## src/rtl/mv_decode_sched.sv

```systemverilog
// Motion-vector decode scheduler: walks the (r, s) vectors of one macroblock
// through a shared datapath using a start/done handshake, with a hang timeout.
module mv_decode_sched #(
  parameter int unsigned TIMEOUT_CYCLES = 64
) (
  input  logic       clk,
  input  logic       rst,
  input  logic       mb_start,
  input  logic       mv_forward,
  input  logic       mv_backward,
  input  logic [1:0] mv_count,
  input  logic       dmv,
  input  logic       mvscale,
  input  logic       mv_done,
  output logic       mv_start,
  output logic       mv_r,
  output logic       mv_s,
  output logic       mv_dmv,
  output logic       mv_mvscale,
  output logic       busy,
  output logic       mb_done,
  output logic       err,
  output logic [2:0] vec_issued
);

  // state | meaning
  // IDLE  | waiting for mb_start; latches macroblock header fields
  // ISSUE | one-cycle mv_start for the current (r, s)
  // WAIT  | waiting for mv_done, timeout counter running
  // NEXT  | step to the next (r, s); also the settle cycle for empty/illegal MBs
  // DONE  | one-cycle mb_done
  typedef enum logic [2:0] {
    S_IDLE,
    S_ISSUE,
    S_WAIT,
    S_NEXT,
    S_DONE
  } state_t;

  localparam logic [7:0] TMO_LAST = 8'(TIMEOUT_CYCLES - 1);

  state_t     state;
  state_t     state_nxt;
  logic       fwd_q;
  logic       bwd_q;
  logic       two_q;
  logic       skip_q;
  logic [7:0] tmo_cnt;
  logic       cnt_ok;
  logic       mb_empty;
  logic       timeout_hit;
  logic       has_next;
  logic       next_r;
  logic       next_s;

  assign cnt_ok      = dmv | (mv_count == 2'd1) | (mv_count == 2'd2);
  assign mb_empty    = ~mv_forward & ~mv_backward;
  assign timeout_hit = (tmo_cnt == TMO_LAST);

  // Visit order (0,0) (1,0) (0,1) (1,1), restricted to enabled directions/count.
  always_comb begin
    has_next = 1'b0;
    next_r   = 1'b0;
    next_s   = 1'b0;
    if (!skip_q) begin
      if (two_q && !mv_r) begin
        has_next = 1'b1;
        next_r   = 1'b1;
        next_s   = mv_s;
      end else if (!mv_s && bwd_q) begin
        has_next = 1'b1;
        next_r   = 1'b0;
        next_s   = 1'b1;
      end
    end
  end

  always_ff @(posedge clk) begin
    if (rst) state <= S_IDLE;
    else     state <= state_nxt;
  end

  always_comb begin
    state_nxt = state;
    case (state)
      S_IDLE:  if (mb_start) state_nxt = (cnt_ok && !mb_empty) ? S_ISSUE : S_NEXT;
      S_ISSUE: state_nxt = S_WAIT;
      S_WAIT: begin
        if (mv_done)          state_nxt = S_NEXT;
        else if (timeout_hit) state_nxt = S_DONE;
      end
      S_NEXT:  state_nxt = has_next ? S_ISSUE : S_DONE;
      S_DONE:  state_nxt = S_IDLE;
      default: state_nxt = S_IDLE;
    endcase
  end

  always_comb begin
    mv_start = 1'b0;
    busy     = 1'b1;
    mb_done  = 1'b0;
    case (state)
      S_IDLE:  busy     = 1'b0;
      S_ISSUE: mv_start = 1'b1;
      S_DONE:  mb_done  = 1'b1;
      default: ;
    endcase
  end

  always_ff @(posedge clk) begin
    if (rst) begin
      fwd_q      <= 1'b0;
      bwd_q      <= 1'b0;
      two_q      <= 1'b0;
      skip_q     <= 1'b0;
      tmo_cnt    <= '0;
      mv_r       <= 1'b0;
      mv_s       <= 1'b0;
      mv_dmv     <= 1'b0;
      mv_mvscale <= 1'b0;
      err        <= 1'b0;
      vec_issued <= '0;
    end else begin
      case (state)
        S_IDLE: begin
          if (mb_start) begin
            fwd_q      <= mv_forward;
            bwd_q      <= mv_backward;
            two_q      <= !dmv && (mv_count == 2'd2);
            skip_q     <= !(cnt_ok && !mb_empty);
            mv_dmv     <= dmv;
            mv_mvscale <= mvscale;
            mv_r       <= 1'b0;
            mv_s       <= !mv_forward;
            err        <= !cnt_ok;
            vec_issued <= '0;
          end
        end
        S_ISSUE: begin
          vec_issued <= vec_issued + 3'd1;
          tmo_cnt    <= '0;
        end
        S_WAIT: begin
          tmo_cnt <= tmo_cnt + 8'd1;
          if (!mv_done && timeout_hit) err <= 1'b1;
        end
        S_NEXT: begin
          if (has_next) begin
            mv_r <= next_r;
            mv_s <= next_s;
          end
        end
        default: ;
      endcase
    end
  end

endmodule
```

## config.mk

```make
export PLATFORM = sky130hd
export DESIGN_NAME = mv_decode_sched
export DESIGN_NICKNAME = d
export VERILOG_FILES = /design/src/rtl/mv_decode_sched.sv
export SDC_FILE = /design/constraint.sdc
export NUM_CORES = 1
export LEC_CHECK = 0
export ABC_AREA = 0
export CAP_MARGIN = 20
export CORE_MARGIN = 3
export CORE_UTILIZATION = 40
export CTS_CLUSTER_SIZE = 12
export DETAILED_ROUTE_END_ITERATION = 12
export PLACE_DENSITY_LB_ADDON = 0.3
export SETUP_SLACK_MARGIN = 0.3
export SLEW_MARGIN = 20
export SYNTH_ARGS = -nofsm -noshare
export SYNTH_HDL_FRONTEND = slang
export SYNTH_SLANG_ARGS = --single-unit
```

## constraint.sdc

```tcl
create_clock -name clk -period 1.91 [get_ports clk]
set_input_delay 0.573 -clock clk [delete_from_list [all_inputs] [get_ports clk]]
set_output_delay 0.573 -clock clk [all_outputs]
set_load 0.05 [all_outputs]
```

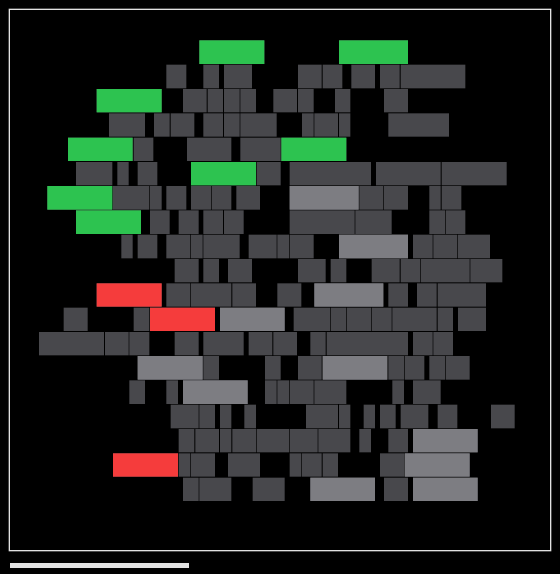
(run_1/flops_by_reg.png)
Bar = 20 um. Other sequential cells in the stronger grey, the rest of the logic in the fainter grey.
| signal | colour | flops |
|---|---|---|
| vec_issued | red | 3 |
| tmo_cnt | green | 8 |
not coloured: 11

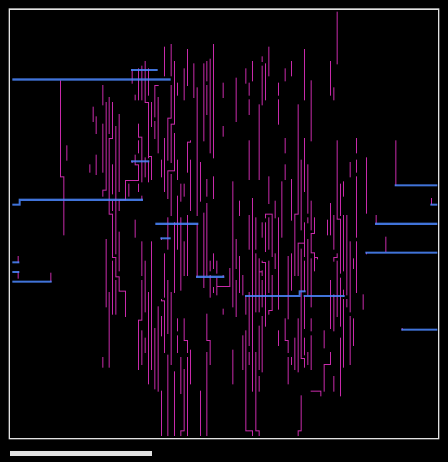
(run_1/wires.png)
Bar = 20 um. Only two layers are drawn.
| layer | colour | wire length |
|---|---|---|
| metal 2 | magenta | 1400 um |
| metal 3 | blue | 108 um |
Total Routed Length: 2.95 mm
average wire per cell in the routed design: 14.7 um
global-route usage over all layers: 0.183
number of vias after detailed routing: 1133

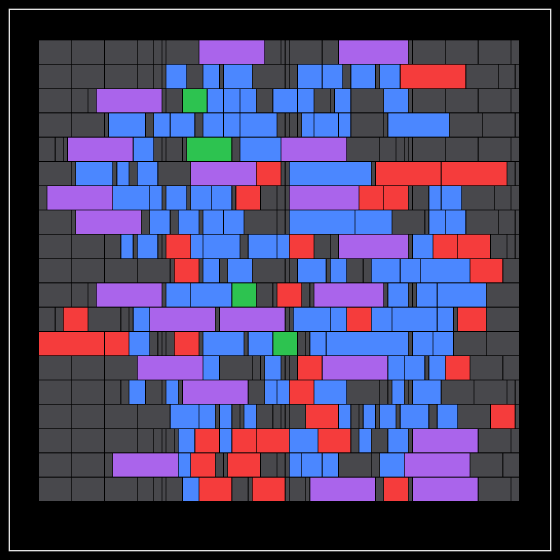
(run_1/placement_by_type.png)
Fill, decap, tap and diode cells in grey.
| class | colour | cells | share of their area |
|---|---|---|---|
| combinational and other logic | blue | 109 | 49% |
| clock drivers and dummy loads | green | 4 | 2.3% |
| flops | purple | 22 | 28% |
| other buffers and delay cells | red | 34 | 21% |

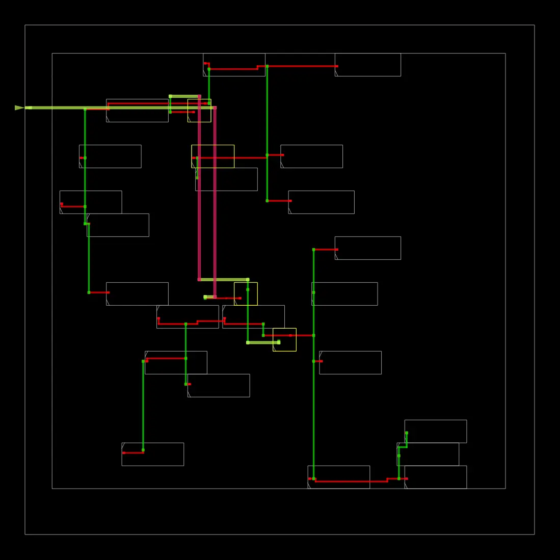
(run_1/clocks.png)
CLK BUF: 4
clk_lat worst skew: 0.32 ns
Clock group: 262 uW

==> flow_metrics.tcl, run 1 <==
# place-and-route summary
set metrics [dict create \
    status "finished, final reports clean" \
    reg2reg_slack_ns 0.32 \
    synth_flop_count 22 \
    dr.first_iter.drc_count 43 \
    worst_hold_path_type "reg2reg" \
    total_power_mw 1.68 \
    clock_power_share 0.156 \
    postLayoutCoreUtil 0.585 \
    die_area_sq_um 3660 \
    post_synth.cell_area_avg_sq_um 8.54 \
    critPathLaunchType "flop" \
    worst_slack_ns 0.0176 \
    p_per_area_nw_per_um2 1030 \
    postPlaceCellArea_sq_um 1510 \
    core_area_sq_um 2780 \
    area_share_clock_buf_inv 0.0223 \
    synth.yosys.chip_area_sq_um 1190 \
    top_area_cell_class "multi-input combinational cells" \
    die_x_um 60.5 \
    totalNegativeSetupSlack_ns 0 \
    synth-seq-area-share 0.371 \
    whs_ns 0.468 \
    finalClockSkew_ns 0.00303 \
    ys_sh_xor 0.0148 \
    postCtsSetupRepairBufs 1 \
    worst-path-buf-inv 2 \
    setup.worst_path.end "mv_start" \
    post_route_cells_drive_above_1_share 0.302 \
    synth.largest_area_cell "dfxtp_1" \
    dpl_worst_slack_ns -0.212 \
    hold-path-endpoint "mv_dmv" \
    enable_flop_cells 0 \
    power_in_combinational_cells_uw 849 \
    tritoncts_clock_tree "built" \
    mappedNetlistArea_sq_um 1190 \
    leakage_nw 0.642 \
    post_synth_mux_area_share 0.0379 \
    synth.yosys.warnings 0 \
]
## run 1: cell usage in the layout, fill, tap and decap left out, types with 3 or more instances in the layout
cell type	synthesis	routed
dfxtp_2	0	4
clkbuf_4	0	3
buf_12	0	4
nand4_1	5	5
nand2b_1	10	10
and3_1	6	6
a21oi_1	16	16
o21ai_0	4	4
dfxtp_1	22	18
nand3_1	3	3
nor2_1	6	5
mux2_2	4	4
inv_1	6	5
nand2_1	11	10
clkdlybuf4s50_1	0	8
buf_4	1	21
## run 1: per-layer routing
| metal | vias up | GRT usage | part of all wire |
|---|---|---|---|
| met5 | - | 0 | 0 |
| met3 | 4 | 0.0426 | 0.037 |
| li1 | 569 | - | - |
| met1 | 540 | 0.236 | 0.47 |
| met2 | 20 | 0.296 | 0.47 |
| met4 | 0 | 0.0743 | 0.015 |
==> run_1/clk_routes.png <==
Bar = 20 um.
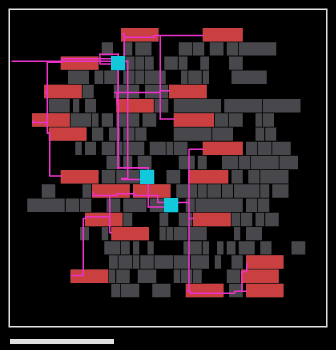

==> run 2: changes to the inputs <==
- CORE_ASPECT_RATIO: unset -> 0.6
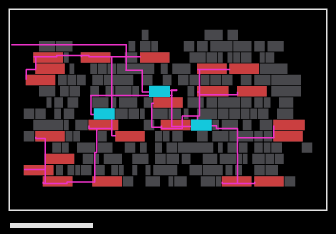
(run_2/clk_routes.png)
Bar = 20 um.
[clock wires] magenta | length: 291 um
[flip-flops] red | count: 22
[clock drivers] cyan | count: 3
flops lie: spread over the die
proportion of power drawn by the clock network: 0.172
Clock group: 339 uW
clk_lat worst skew: 0.26 ns
setup clock skew after layout: 0.00226 ns

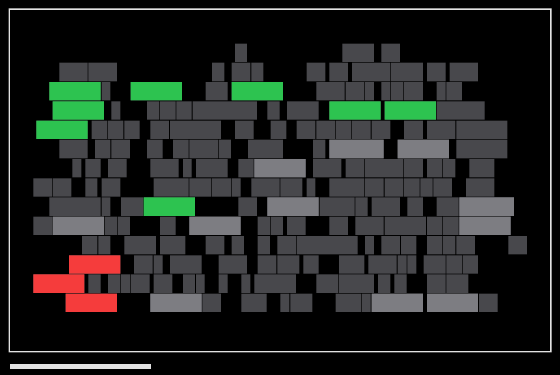
(run_2/flops_by_reg.png)
Bar = 20 um. Other sequential cells in the stronger grey, the rest of the logic in the fainter grey.
| signal | colour | flops |
|---|---|---|
| tmo_cnt | green | 8 |
| vec_issued | red | 3 |
Seq area share: 0.244
storage element area: 443 sq um

==> flow_metrics.tcl, run 2 <==
# place-and-route summary
set metrics [dict create \
    status "finished, final reports clean" \
    leakage_nw 0.767 \
    detailroute.via_count 1257 \
    tritoncts_clock_tree "built" \
    wl_met2_mm 1.55 \
    synth.yosys.warnings 0 \
    synth.largest_area_cell "dfxtp_1" \
    core_area_sq_um 2660 \
    hold-path-endpoint "mv_dmv" \
    synth_flop_count 22 \
    worst_slack_ns 0.0656 \
    grt_met3_use 0.0498 \
    grt_busiest_layer "met2" \
    worst_hold_path_type "reg2reg" \
    total_power_mw 1.97 \
    dr.first_iter.drc_count 91 \
    average_wire_per_cell_in_the_routed_design_um 15.4 \
    p_per_area_nw_per_um2 1080 \
    whs_ns 0.461 \
    enable_flop_cells 0 \
    lay_top_cells "buf_4 (32), dfxtp_1 (20), a21oi_1 (16), nand2b_1 (10), nand2_1 (10)" \
    grtUsageTotal 0.192 \
    synth-seq-area-share 0.371 \
    r2r_end "state[1]" \
    die_area_sq_um 3680 \
    slew_headroom 0.772 \
    post_synth.cell_area_avg_sq_um 8.54 \
    top_area_cell_class "multi-input combinational cells" \
    postPlaceCellArea_sq_um 1550 \
    worst-path-buf-inv 2 \
    setup.worst_path.end "mv_start" \
    reg2reg_slack_ns 0.30 \
    clock_buffer_count 4 \
    area_share_clock_buf_inv 0.0303 \
    totalNegativeSetupSlack_ns 0 \
    total_switching_power_uw 745 \
    critPathLaunchType "flop" \
    highest-signal-layer "met4" \
    drt_wl_total_mm 3.47 \
    die_x_um 76.3 \
    dpl_worst_slack_ns -0.131 \
    synth.yosys.chip_area_sq_um 1190 \
    post_route_cells_drive_above_1_share 0.373 \
    postCtsSetupRepairBufs 11 \
    global_route.usage.met2 0.319 \
]
## run 2: power groups by stage
| stage | registers [mW] | clock network (mW) | logic, mW |
|---|---|---|---|
| finish | 0.572 | 0.339 | 1.06 |
| CTS | 0.567 | 0.343 | 0.981 |
| detailed placement | 0.576 | 0 | 0.818 |
| global placement | 0.571 | 0 | 0.797 |
| global route | 0.578 | 0.366 | 1.12 |
| floorplan | 0.644 | 0 | 0.466 |
## run 2: cells by family after synthesis
family | Yosys count | share of synthesized area
muxes | 4 | 0.0379
and+or+nand+nor | 60 | 0.310
DFF | 22 | 0.371
buffers and inverters | 15 | 0.0590
xor gates and xnor gates | 2 | 0.0148
AOI/OAI and AO/OA | 34 | 0.187
adders and majority gates | 2 | 0.0211
==> run 3: changes to the inputs <==
- ABC_CLOCK_PERIOD_IN_PS: unset -> 1910
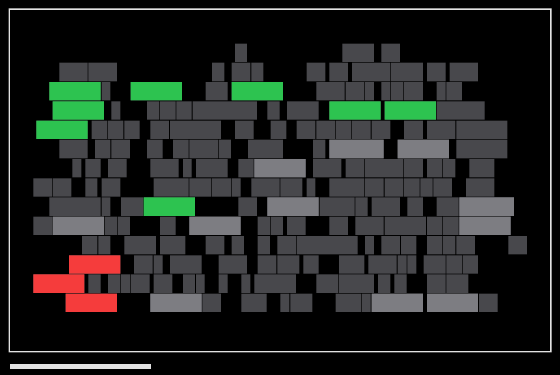
(run_3/flops_by_reg.png)
Bar = 20 um. Other sequential cells in the stronger grey, the rest of the logic in the fainter grey.
| signal | colour | flops |
|---|---|---|
| tmo_cnt | green | 8 |
| vec_issued | red | 3 |
not coloured: 11
sequential power: 572 uW
post-route core utilization: 0.683

==> flow_metrics.tcl, run 3 <==
# place-and-route summary
set metrics [dict create \
    synth_simple_gate_area_share 0.310 \
    enable_flop_cells 0 \
    post_synth_mux_area_share 0.0379 \
    seq_share 0.244 \
    wl_met3_um 166 \
    synth.yosys.warnings 0 \
    die_area_sq_um 3680 \
    status "finished, final reports clean" \
    ys_sh_xor 0.0148 \
    top_area_cell_class "multi-input combinational cells" \
    worst_slack_ns 0.0656 \
    total_switching_power_uw 745 \
    power_in_combinational_cells_mw 1.06 \
    postPlaceCellArea_sq_um 1550 \
    detailroute.via_count 1257 \
    dr.first_iter.drc_count 91 \
    lay_top_cells "buf_4 (32), dfxtp_1 (20), a21oi_1 (16), nand2b_1 (10), nand2_1 (10)" \
    clock_group_uw 339 \
    final-seq-area_sq_um 443 \
    core_area_sq_um 2660 \
    topCombFamilyByArea "simple AND/OR/NAND/NOR gates" \
    dpl_worst_slack_ns -0.131 \
    compound_area_frac 0.187 \
    clock_buffer_count 4 \
    drt_wl_total_mm 3.47 \
    wl_met2_mm 1.55 \
    p_per_area_nw_per_um2 1080 \
    slew_headroom 0.772 \
    worst-path-buf-inv 2 \
    mappedNetlistArea_sq_um 1190 \
    highest-signal-layer "met4" \
    use_met1 0.260 \
    synth_flop_count 22 \
    r2r_end "state[1]" \
    tritoncts_clock_tree "built" \
]
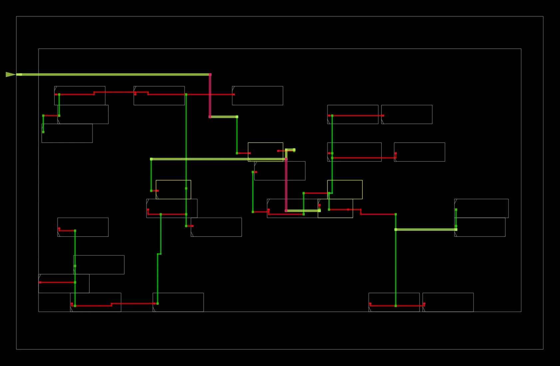
(run_3/clocks.png)
total clock sinks: 22
number of buffers created by CTS: 3

[run 3: logic make-up after synthesis]
kind of cell / Yosys count
AOI/OAI and AO/OA: 34
adders and majority gates: 2
buffers and inverters: 15
muxes: 4
DFF: 22
xor gates and xnor gates: 2
and+or+nand+nor: 60
[run 3: worst max-delay path by stage]
stage | cells after the start | to | slack (ns) | start
floorplan | 4 | mv_start | 0.24 | state[0]
global placement | 5 | mv_r | -0.10 | mb_start
detailed placement | 5 | mv_r | -0.13 | mb_start
CTS | 3 | mv_start | 0.07 | state[0]
global route | 3 | mv_start | 0.02 | state[0]
finish | 3 | mv_start | 0.07 | state[0]
[run 3: what timing repair did]
item,4_1_cts,5_1_grt
setup buffers,11,3
hold endpoints to repair,0,0
endpoints found under the setup margin,15,17
pin swaps,8,6
gates cloned,0,0
resized,21,7
Power and IR drop assume default switching activity.
